## config.mk

```make
export PLATFORM = sky130hd
export DESIGN_NAME = pps_gate_counter
export DESIGN_NICKNAME = d
export VERILOG_FILES = /design/src/rtl/pps_gate_counter.sv
export SDC_FILE = /design/constraint.sdc
export NUM_CORES = 1
export LEC_CHECK = 0
export CORE_MARGIN = 10
export CORE_UTILIZATION = 35
export CTS_BUF_LIST = sky130_fd_sc_hd__clkbuf_4 sky130_fd_sc_hd__clkbuf_8
export DETAILED_ROUTE_END_ITERATION = 6
export SLEW_MARGIN = 10
export SYNTH_ARGS = -nofsm -noshare
export SYNTH_HDL_FRONTEND = slang
export SYNTH_SLANG_ARGS = --single-unit
```

## constraint.sdc

```tcl
create_clock -name clk -period 4.52 [get_ports clk]
set_clock_uncertainty 0.2 [all_clocks]
set_input_delay 1.13 -clock clk [delete_from_list [all_inputs] [get_ports clk]]
set_output_delay 1.13 -clock clk [all_outputs]
set_load 0.05 [all_outputs]
```

## src/rtl/pps_gate_counter.sv

```systemverilog
// PPS-gated BCD frequency counter. Detects a lost PPS and streams each latched
// count to the UART buffer as an ASCII line: digits, optional '!', CR, LF.
module pps_gate_counter #(
  parameter int DIGITS         = 8,
  parameter int GATE_PPS       = 1,
  parameter int TIMEOUT_CYCLES = 24000000
) (
  input  logic                  clk,
  input  logic                  reset,
  input  logic                  pps,
  input  logic                  tx_ready,
  output logic [7:0]            tx_char,
  output logic                  tx_strobe,
  output logic [4*DIGITS-1:0]   result,
  output logic                  result_valid,
  output logic                  overflow,
  output logic                  pps_lost,
  output logic                  busy
);
  // state  | meaning
  // IDLE   | no frame in flight
  // DIGIT  | sending digit idx, most significant first
  // FLAG   | sending '!' overflow marker
  // CR     | sending carriage return
  // LF     | sending line feed, frame ends
  localparam logic [2:0] S_IDLE  = 3'd0;
  localparam logic [2:0] S_DIGIT = 3'd1;
  localparam logic [2:0] S_FLAG  = 3'd2;
  localparam logic [2:0] S_CR    = 3'd3;
  localparam logic [2:0] S_LF    = 3'd4;

  localparam int             CW        = 4 * DIGITS;
  localparam int             IW        = $clog2(TIMEOUT_CYCLES);
  localparam logic [IW-1:0]  IDLE_MAX  = IW'(TIMEOUT_CYCLES - 1);
  localparam logic [IW-1:0]  IDLE_PRE  = IW'(TIMEOUT_CYCLES - 2);
  localparam logic [3:0]     GATE_LAST = 4'(GATE_PPS - 1);
  localparam logic [3:0]     DIG_TOP   = 4'(DIGITS - 1);

  logic          pps_s1, pps_s2, pps_s3, edge_q;
  logic [CW-1:0] cnt, cnt_inc;
  logic          cnt_wrap;
  logic          ovf_acc, armed;
  logic [3:0]    gate_cnt;
  logic [IW-1:0] idle_cnt;
  logic          close_gate, arm_now, timeout_hit;

  logic [2:0]    state;
  logic [CW-1:0] snap;
  logic          snap_ovf;
  logic [3:0]    idx;
  logic          start_q;
  logic          issue;
  logic [3:0]    cur_digit;
  logic [7:0]    char_next;

  always_ff @(posedge clk) begin
    if (reset) begin
      pps_s1 <= 1'b0;
      pps_s2 <= 1'b0;
      pps_s3 <= 1'b0;
      edge_q <= 1'b0;
    end else begin
      pps_s1 <= pps;
      pps_s2 <= pps_s1;
      pps_s3 <= pps_s2;
      edge_q <= pps_s2 & ~pps_s3;
    end
  end

  // Decimal ripple increment; carry out of the top digit is the wrap.
  always_comb begin
    logic carry;
    cnt_inc = cnt;
    carry   = 1'b1;
    for (int i = 0; i < DIGITS; i++) begin
      if (carry) begin
        if (cnt[4*i +: 4] == 4'd9) begin
          cnt_inc[4*i +: 4] = 4'd0;
        end else begin
          cnt_inc[4*i +: 4] = cnt[4*i +: 4] + 4'd1;
          carry             = 1'b0;
        end
      end
    end
    cnt_wrap = carry;
  end

  assign close_gate  = edge_q && armed && (gate_cnt == GATE_LAST);
  assign arm_now     = edge_q && !armed;
  assign timeout_hit = !edge_q && (idle_cnt == IDLE_PRE);

  always_ff @(posedge clk) begin
    if (reset) begin
      cnt          <= '0;
      ovf_acc      <= 1'b0;
      armed        <= 1'b0;
      gate_cnt     <= 4'd0;
      idle_cnt     <= '0;
      result       <= '0;
      result_valid <= 1'b0;
      overflow     <= 1'b0;
      pps_lost     <= 1'b0;
    end else begin
      result_valid <= 1'b0;
      if (close_gate || arm_now) begin
        cnt      <= CW'(1);
        ovf_acc  <= 1'b0;
        gate_cnt <= 4'd0;
      end else begin
        cnt <= cnt_inc;
        if (cnt_wrap) ovf_acc <= 1'b1;
        if (edge_q) gate_cnt <= gate_cnt + 4'd1;
      end
      if (close_gate) begin
        result       <= cnt;
        overflow     <= ovf_acc;
        result_valid <= 1'b1;
      end
      if (arm_now) begin
        armed    <= 1'b1;
        pps_lost <= 1'b0;
      end
      // idle_cnt saturates so pps_lost stays a clean level until the next edge
      if (edge_q) begin
        idle_cnt <= '0;
      end else if (timeout_hit) begin
        idle_cnt <= IDLE_MAX;
        pps_lost <= 1'b1;
        armed    <= 1'b0;
        gate_cnt <= 4'd0;
      end else if (idle_cnt != IDLE_MAX) begin
        idle_cnt <= idle_cnt + IW'(1);
      end
    end
  end

  assign busy      = (state != S_IDLE);
  assign issue     = busy && tx_ready && !tx_strobe && !start_q;
  assign cur_digit = 4'(snap >> {idx, 2'b00});

  always_comb begin
    char_next = 8'h00;
    case (state)
      S_DIGIT: char_next = 8'h30 | {4'h0, cur_digit};
      S_FLAG:  char_next = 8'h21;
      S_CR:    char_next = 8'h0D;
      S_LF:    char_next = 8'h0A;
      default: char_next = 8'h00;
    endcase
  end

  // start_q holds off the first character one cycle after a frame is accepted
  always_ff @(posedge clk) begin
    if (reset) begin
      state     <= S_IDLE;
      snap      <= '0;
      snap_ovf  <= 1'b0;
      idx       <= 4'd0;
      start_q   <= 1'b0;
      tx_strobe <= 1'b0;
      tx_char   <= 8'h00;
    end else begin
      start_q   <= 1'b0;
      tx_strobe <= issue;
      if (issue) tx_char <= char_next;
      case (state)
        S_IDLE: begin
          if (close_gate) begin
            snap     <= cnt;
            snap_ovf <= ovf_acc;
            idx      <= DIG_TOP;
            start_q  <= 1'b1;
            state    <= S_DIGIT;
          end
        end
        S_DIGIT: begin
          if (issue) begin
            if (idx == 4'd0) state <= snap_ovf ? S_FLAG : S_CR;
            else             idx   <= idx - 4'd1;
          end
        end
        S_FLAG:  if (issue) state <= S_CR;
        S_CR:    if (issue) state <= S_LF;
        S_LF:    if (issue) state <= S_IDLE;
        default: state <= S_IDLE;
      endcase
    end
  end

endmodule

```

The metal 3 layer:
(3 px per um) Cells faint in the background.
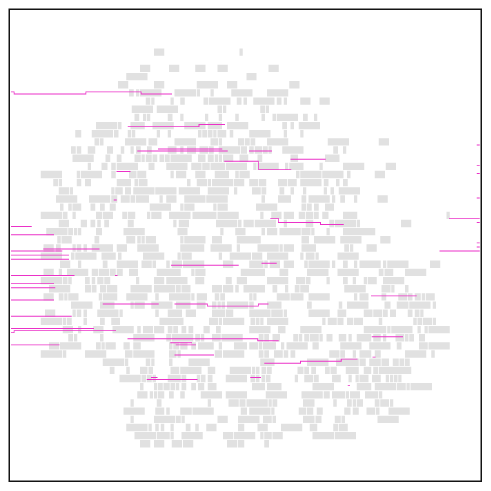
37 nets have wire on it. The layer holds 4.9% of the routed length. The layer carries 733 um of wire. The wires run mostly horizontal.

Ports around the boundary:
(2 px per um) Pins as bars across the die edge, other pins in grey.
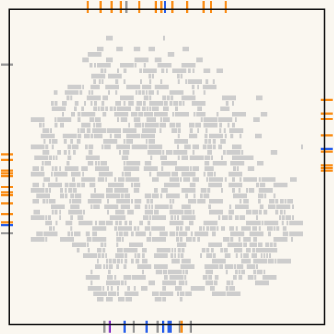
Purple shows tx_ready, pins 1, direction input, edge bottom. Orange shows result, pins 32, direction output, edge 12 top, 11 left, 8 right, 1 bottom. Blue shows tx_char, pins 8, direction output, edge 5 bottom, 1 left, 1 top, 1 right.
All pins by edge: 14 left, 14 top, 12 bottom, 9 right.
Die Width: 157 um
height of the die: 157 um

routing by layer:
layer	vias up	global-route usage (%)	routed length (um)	part of all wire (%)
met5	-	0	0	0
met4	0	4.31	192	1.3
met3	16	3.97	732	4.9
met2	74	19.8	6910	47
met1	2442	15.6	7010	47
li1	2644	-	-	-
power by group through the flow:
stage	clock network [uW]	registers, uW	logic (uW)
after CTS	1090	1340	71.1
after floorplan	0	1370	51.2
after global routing	1150	1340	77.6
final	1060	1340	69.7
after global placement	0	1370	70.4
after detailed placement	0	1370	70.6
critical path: stages, from the launching register on:
cell                              delay, ns
sky130_fd_sc_hd__dfxtp_1               0.41
sky130_fd_sc_hd__nor3_1                0.44
sky130_fd_sc_hd__inv_1                 0.11
sky130_fd_sc_hd__clkdlybuf4s50_1       0.72
==> summary.txt <==
From the run reports.

- The run finished with clean final reports.
- The first-pass GRT wire length is 25000 um.
- The share of synthesized cell area in and-or and or-and compound cells reads 10.6%.
- The floorplan utilization reads 36.0%.
- The proportion of register bits with asynchronous set or reset after synthesis reads 0%.
- The area fraction of clock buffers and clock inverters is 5.39%.
- The register share of total power is 54.2%.
- For this design, the CTS-stage hold fixing added 0 buffers.
- Dividing the final minimum period by the clock period gives 76.7%.
- According to the dpl log, the detail-placed design has an HPWL of 10100 um.
- The launching element of the worst setup path reads state[0].
- The worst setup path category is flip-flop to output pin.
- The synthesized cell area is 6550 um2.
- The later pin in the worst-skew pair is clocked with a latency of 0.46 ns.
- The routed design shows a via density per instance of 5.08.
- The share of synthesized area occupied by flip-flops and latches is 45.8%.
- The non-clock buffer contribution to total cell area is 6.63%.
- The number of synthesized flops with an enable pin is 0.
- Summing over every cut layer, the via total after detailed routing is 5176.
- The logs give a warning total of 29.
- The critical path capture point type is an output pin.
- The synthesis-to-finish area growth reads 15.2%.
- The post-placement cell area is 7140 um2.
- The most common logic cell in the final layout is sky130_fd_sc_hd__dfxtp_1.
- The number of filler instances in the final layout is 1817.
- The main area contributors are sky130_fd_sc_hd__dfxtp_1, sky130_fd_sc_hd__nand2_1, sky130_fd_sc_hd__mux2i_1.
- The worst setup path is launched from a flip-flop.
- The power per cell area is 327 nW/um2.
- At the placement stage, the worst setup path has a slack of 1.25 ns.
- The startpoint of the lowest-slack register-to-register path is cnt[0].
- The hold path depth is 1.
- The area taken by flip-flops and latches reads 3000 um2.
- The clock drives 150 sinks.
- The area-dominant cell class after layout reads multi-input combinational cells.
- The floorplan row count is 49.
- The share of Yosys cell area claimed by the top area cell type is 45.8%.
- STA puts the critical path data arrival time at 2.14 ns.
- The maximum buffer depth of the clock tree is 2.
- The layout has 21 clock buffers.
- Per the final layout report, the fraction of cells sized above drive strength 1 comes to 8.23%.
- After the first detailed-routing iteration, the DRC count stood at 266.
- The number of optimization iterations in the first detailed-route pass is 5.
- The data required time at the worst endpoint is 3.19 ns.
- For this run the aggregate overflow at the end of global routing stands at 0.
- Summing all non-filler instances in the final layout gives an area of 7550 um2.
- The worst hold margin reads 0.187 ns.
- The report puts the cell count of the worst reg-to-reg path at 6.
- The total inserted antenna cells reads 0.
- The placer congestion estimate reads 0.809.
- The post-CTS setup buffer count is 0.
- The synthesized-area fraction occupied by adder cells reads 1.34%.
- The number of CTS-inserted buffers reads 17.
- In this run the maximum-capacitance check reported violations numbering 0.
- The number of logic gates reads 537.
Power is estimated from default activity; no workload was simulated.
